File: src/rtl/shift_ctrl_pkg.sv
// Shared definitions for the serializing shift-register controller.
package shift_ctrl_pkg;

    localparam int unsigned DefaultN = 8;

    // State encodings, kept as named constants so other blocks can decode state words.
    localparam logic [1:0] EncIdle    = 2'd0;
    localparam logic [1:0] EncShift   = 2'd1;
    localparam logic [1:0] EncCapture = 2'd2;
    localparam logic [1:0] EncDone    = 2'd3;

    typedef enum logic [1:0] {
        StIdle    = EncIdle,
        StShift   = EncShift,
        StCapture = EncCapture,
        StDone    = EncDone
    } state_e;

endpackage

File: src/rtl/shift_ctrl_bit_counter.sv
// Bit counter: synchronous clear/increment, terminal count decoded from the register.
module bit_counter
    import shift_ctrl_pkg::*;
#(
    parameter int unsigned CW   = 4,
    parameter int unsigned Last = 7
) (
    input  logic clk,
    input  logic reset,
    input  logic clear,
    input  logic incr,
    output logic tc
);

    logic [CW-1:0] count_q, count_d;

    // Clear takes priority over increment.
    always_comb begin
        count_d = count_q;
        if (clear) begin
            count_d = '0;
        end else if (incr) begin
            count_d = count_q + 1'b1;
        end
    end

    // Count register.
    always_ff @(posedge clk or negedge reset) begin
        if (!reset) begin
            count_q <= '0;
        end else begin
            count_q <= count_d;
        end
    end

    assign tc = (count_q == Last[CW-1:0]);

endmodule

File: src/rtl/shift_ctrl.sv
// Serializes a parallel word into an external shift register, then captures its
// parallel output and offers it on a valid/ready interface.
module shift_ctrl
    import shift_ctrl_pkg::*;
#(
    parameter int unsigned  N  = DefaultN,
    localparam int unsigned CW = $clog2(N) + 1
) (
    input  logic         clk,
    input  logic         reset,
    input  logic         start_valid,
    output logic         start_ready,
    input  logic [N-1:0] data_in,
    input  logic         msb_first,
    input  logic         abort,
    output logic         ser_out,
    output logic         sr_direction,
    output logic         sr_enable,
    input  logic [N-1:0] sr_q,
    output logic         busy,
    output logic         done_valid,
    output logic [N-1:0] done_data,
    input  logic         done_ready
);

    state_e       state_q, state_d;
    logic [N-1:0] word_q, word_d;
    logic [N-1:0] done_data_q, done_data_d;
    logic         msb_q, msb_d;
    logic         cnt_clear, cnt_incr, cnt_tc;

    bit_counter #(
        .CW   (CW),
        .Last (N - 1)
    ) u_bit_counter (
        .clk   (clk),
        .reset (reset),
        .clear (cnt_clear),
        .incr  (cnt_incr),
        .tc    (cnt_tc)
    );

    // Next-state and datapath updates; abort beats terminal count.
    always_comb begin
        state_d     = state_q;
        word_d      = word_q;
        msb_d       = msb_q;
        done_data_d = done_data_q;
        cnt_clear   = 1'b0;
        cnt_incr    = 1'b0;
        unique case (state_q)
            StIdle: begin
                if (start_valid) begin
                    word_d    = data_in;
                    msb_d     = msb_first;
                    cnt_clear = 1'b1;
                    state_d   = StShift;
                end
            end
            StShift: begin
                if (abort) begin
                    state_d = StIdle;
                end else begin
                    word_d   = msb_q ? {word_q[N-2:0], 1'b0} : {1'b0, word_q[N-1:1]};
                    cnt_incr = 1'b1;
                    if (cnt_tc) begin
                        state_d = StCapture;
                    end
                end
            end
            StCapture: begin
                if (abort) begin
                    state_d = StIdle;
                end else begin
                    done_data_d = sr_q;
                    state_d     = StDone;
                end
            end
            StDone: begin
                if (done_ready) begin
                    state_d = StIdle;
                end
            end
            default: state_d = StIdle;
        endcase
    end

    // State and datapath registers.
    always_ff @(posedge clk or negedge reset) begin
        if (!reset) begin
            state_q     <= StIdle;
            word_q      <= '0;
            msb_q       <= 1'b0;
            done_data_q <= '0;
        end else begin
            state_q     <= state_d;
            word_q      <= word_d;
            msb_q       <= msb_d;
            done_data_q <= done_data_d;
        end
    end

    // Outputs decoded only from registers, so inputs never reach them combinationally.
    assign start_ready  = (state_q == StIdle);
    assign sr_enable    = (state_q == StShift);
    assign busy         = (state_q != StIdle);
    assign done_valid   = (state_q == StDone);
    assign done_data    = done_data_q;
    assign sr_direction = msb_q;
    assign ser_out      = sr_enable & (msb_q ? word_q[N-1] : word_q[0]);

endmodule

File: config.mk
export PLATFORM = sky130hd
export DESIGN_NAME = shift_ctrl
export DESIGN_NICKNAME = d
export VERILOG_FILES = /design/src/rtl/shift_ctrl_pkg.sv /design/src/rtl/shift_ctrl_bit_counter.sv /design/src/rtl/shift_ctrl.sv
export SDC_FILE = /design/constraint.sdc
export NUM_CORES = 1
export LEC_CHECK = 0
export CORE_MARGIN = 8
export CORE_UTILIZATION = 35
export CTS_BUF_LIST = sky130_fd_sc_hd__clkbuf_8
export CTS_CLUSTER_DIAMETER = 40
export DETAILED_ROUTE_END_ITERATION = 12
export PLACE_DENSITY = 0.71
export SKIP_LAST_GASP = 1
export SYNTH_ARGS = -nofsm -noshare
export SYNTH_HDL_FRONTEND = slang
export SYNTH_SLANG_ARGS = --single-unit
export TNS_END_PERCENT = 1
File: constraint.sdc
create_clock -name clk -period 3.4 [get_ports clk]
set_clock_uncertainty 0.05 [all_clocks]
set_input_delay 0.34 -clock clk [delete_from_list [all_inputs] [get_ports clk]]
set_output_delay 0.34 -clock clk [all_outputs]
set_load 0.01 [all_outputs]
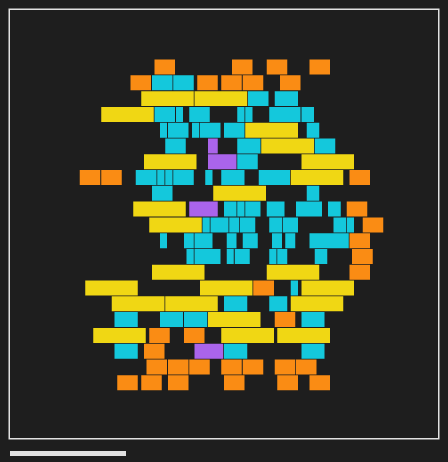
(run_1/placement_by_type.png)
Bar = 20 µm.
- yellow: flops (cells 23)
- purple: clock drivers and dummy loads (cells 4)
- orange: other buffers and delay cells (cells 35)
- cyan: combinational and other logic (cells 69)

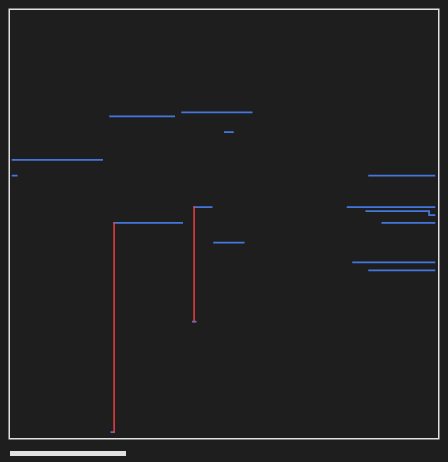
(run_1/wires.png)
Bar = 20 µm. Only two layers are drawn.
- blue: metal 3 (wire length 134 µm)
- red: metal 4 (wire length 55.8 µm)

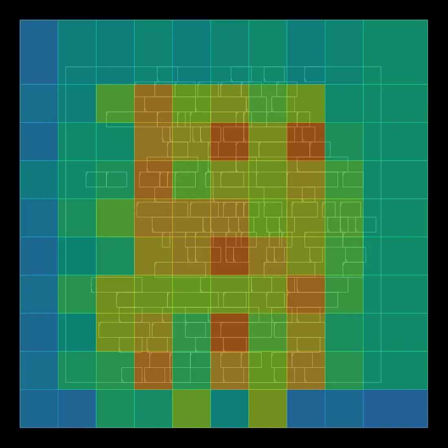
(run_1/congestion.png)
gr busiest metal: met2
drt wl/cell: 14.0 µm
M3 GR Usage: 2.18%
routing usage on met2: 16.0%
Core Util, Final: 48.5%

==> run summary, run 1 <==
impl run done, here's what came out: Top power group sequential cells, Max-area cell class sequential cells, crit-path max cell delay 0.55 ns, final hold vios 0, clock share of power 22.7%, Seq power 371 µW, CLK BUF 3, Max-Cap Viols 0, adder-cell share of the synthesized area 1.07%, Flop pwr share 50.3%, initial DRC count 26, Tot GR Track Use 9.87%, switching power 214 µW, Core Box Area 3260 µm², WHS Endpoint done_data[5], first-pass GRT wire length 4.24 mm, Commonest Layout Cell clkdlybuf4s50_1, die area 5440 µm², leakage 0.702 nW, Post-route DRC 0, Crit. End Element output pin, Worst Min Path Start done_data[5], Rows 21, hold bufs inserted after CTS 0, Routed met2 length 1.27 mm, Area contributors post-synth dfrtp_1, mux2_2, mux2i_1, Area Overhead vs Synth 35.4%, met1 GRT Util 11.4%, hold path cells 1, Cell Area, Placed 1530 µm², Fin Hold WS 0.460 ns, Filler cells 311, hold crit path type flip-flop to flip-flop, sequential cell area 576 µm², post-route design area 1580 µm², run status finished clean, total number of cells along the worst setup path 3, Post-Syn Instances 98, # Taps 46, crit path from state_q[0], most frequent cell after synthesis dfrtp_1, Mapped Avg Cell Area 11.9 µm², CTS buffer count 3, Setup crit end ser_out, Late-Pin Clk Latency 0.26 ns, data arrival time of the critical path 1.91 ns, WP data required 3.01 ns, largest net degree at the start of global routing 24, Peak VDD IR 150 µV, n_diodes 0, DR top layer met4, Non-Filler Instances 177, Comb power frac 27.1%, cell type with the largest total area dfrtp_1, Multiplexer share 20.0%, sequential cell area share 36.4%, reg2reg start state_q[1], fp util 35.8%, Clock Pin Slew Worst Setup and Hold Paths 0.08 ns, register area share after synthesis 49.3%, antenna violations before repair 0, num sequential 23, Die X 73.8 µm, setup TNS 0 ns, Synth Net Count 121, YS chip area 1170 µm², Non-clk invs 4, # port buffers 35, Comb area 536 µm², area fraction in compound gates 7.72%, io pins 36, mi-comb count 65, xor/xnor share 0.750%, Layout clock area frac 2.93%, Comb area share 33.9%, reg2reg setup slack 1.63 ns, Setup-failing EPs final 0, Log Warnings 26, reg2reg path depth 2, reg2reg end sr_direction, P_clk 167 µW, Vias/cell 4.84, DRT Pass-1 Iters 4, unrepaired setup endpoints after global routing false, asr flop ratio synth 100%, final period utilization 67.6%, final WL 2.48 mm, Logic family by area multiplexers, H-tree levels 1, overall power 739 µW, most instantiated logic cells after routing clkdlybuf4s50_1, dfrtp_1, mux2_2, Simple Share, Synth 16.3%, CTS root buf clkbuf_8, Layout Nets 155, Antenna Nets Post-Route 0, Yosys Instances 98, Setup Buffers After CTS 0, GP Congestion 0.740, Metal-1 WL 1.02 mm, die height 73.8 µm, Worst setup SP type flip-flop, Max Root-Sink Buffers 2, CTS tree done, most used cell, CP nor2b_1, Non-CTS buffers 35, CP delay by family, top simple AND/OR/NAND/NOR gates, worst-margin pin slew 1.02 ns, Top-area cell share 49.3%, combinational power 200 µW, Post-DP HPWL 1.93 mm, Min Clock Period, post-route 2.30 ns, sw frac 29.0%
==> run_1/flops_by_reg.png <==
Bar = 20 µm. Other sequential cells in the stronger grey, the rest of the logic in the fainter grey.
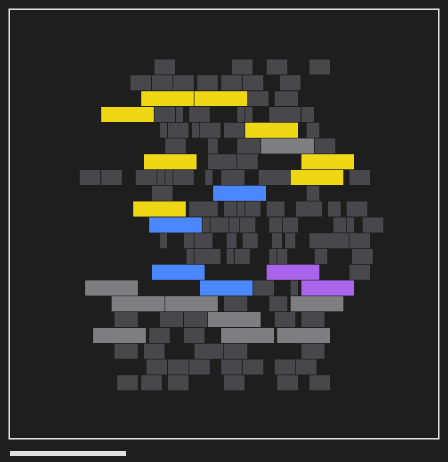

==> run 2, diff against run 1 <==
Clock period 3.4 ns to 2.38 ns, I/O delays scaled along.
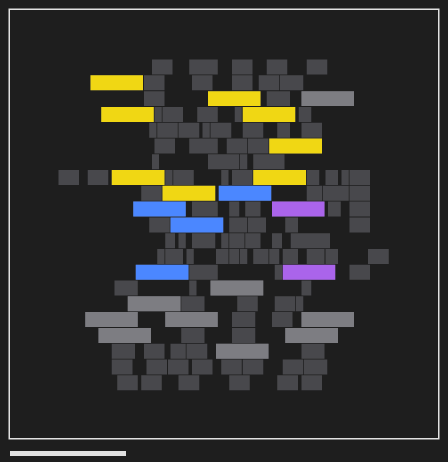
(run_2/flops_by_reg.png)
Bar = 20 µm. Other sequential cells in the stronger grey, the rest of the logic in the fainter grey.
- blue: u_bit_counter.count_q (sequential cells 4; where centre)
- purple: state_q (sequential cells 2)
- yellow: word_q (sequential cells 8; where top centre)
- not coloured: 9

==> run summary, run 2 <==
impl run done, here's what came out: run status finished clean, Max Root-Sink Buffers 2 (unchanged), Core Util, Final 48.9% (+0.42 points), unrepaired setup endpoints after global routing false, reg2reg path depth 3 (+1), Logic family by area multiplexers, Clock Pin Slew Worst Setup and Hold Paths 0.08 ns (about the same), Post-Syn Instances 98 (unchanged), CP delay by family, top simple AND/OR/NAND/NOR gates, Area contributors post-synth dfrtp_1, mux2_2, mux2i_1, Non-clk invs 4 (unchanged), sw frac 29.1% (+0.10 points), xor/xnor share 0.750% (unchanged), Flop pwr share 50.2% (about the same), adder-cell share of the synthesized area 1.07% (unchanged), first-pass GRT wire length 4.25 mm (+0.33%), Routed met2 length 1.31 mm (+3.0%), reg2reg end word_q[0], setup TNS 0 ns (unchanged), Tot GR Track Use 10.4% (+0.51 points), final WL 2.60 mm (+4.9%), n_diodes 0 (unchanged), Commonest Layout Cell clkdlybuf4s50_1, hold crit path type input port to asynchronous set/reset pin, largest net degree at the start of global routing 24 (unchanged), switching power 308 µW (+44%), num sequential 23 (unchanged), Late-Pin Clk Latency 0.26 ns (about the same), combinational power 291 µW (+46%), die area 5440 µm² (unchanged), Top-area cell share 49.3% (unchanged), routing usage on met2 15.6% (-0.49 points), Mapped Avg Cell Area 11.9 µm² (unchanged), antenna violations before repair 0 (unchanged), crit path from state_q[0], Non-Filler Instances 179 (+1.1%), Layout Nets 157 (+1.3%), Seq power 531 µW (+43%), Post-route DRC 0 (unchanged), Area Overhead vs Synth 36.5%, Layout clock area frac 2.83% (-0.10 points), Filler cells 322 (+3.5%), Comb area 536 µm² (unchanged), Cell Area, Placed 1550 µm² (+0.98%), Non-CTS buffers 37 (+5.7%), CTS buffer count 3 (unchanged), Multiplexer share 20.0% (unchanged), Core Box Area 3260 µm² (unchanged), WP data required 2.09 ns (-0.92 ns), Synth Net Count 121 (unchanged), drt wl/cell 14.5 µm (+3.7%), CTS root buf clkbuf_8, io pins 36 (unchanged), Rows 21 (unchanged), # port buffers 35 (unchanged), data arrival time of the critical path 1.89 ns (-0.02 ns), GP Congestion 0.753 (+1.8%), M3 GR Usage 2.05% (-0.14 points), Antenna Nets Post-Route 0 (unchanged), Top power group sequential cells, Crit. End Element output pin, cell type with the largest total area dfrtp_1, reg2reg start state_q[0], met1 GRT Util 12.4% (+1.0 points), DRT Pass-1 Iters 4 (unchanged), Setup-failing EPs final 0 (unchanged), final hold vios 0 (unchanged), P_clk 237 µW (+42%), Min Clock Period, post-route 2.18 ns, H-tree levels 1 (unchanged), Log Warnings 26 (unchanged), DR top layer met4
No activity file was given, so power comes from the tool's default toggle rates.
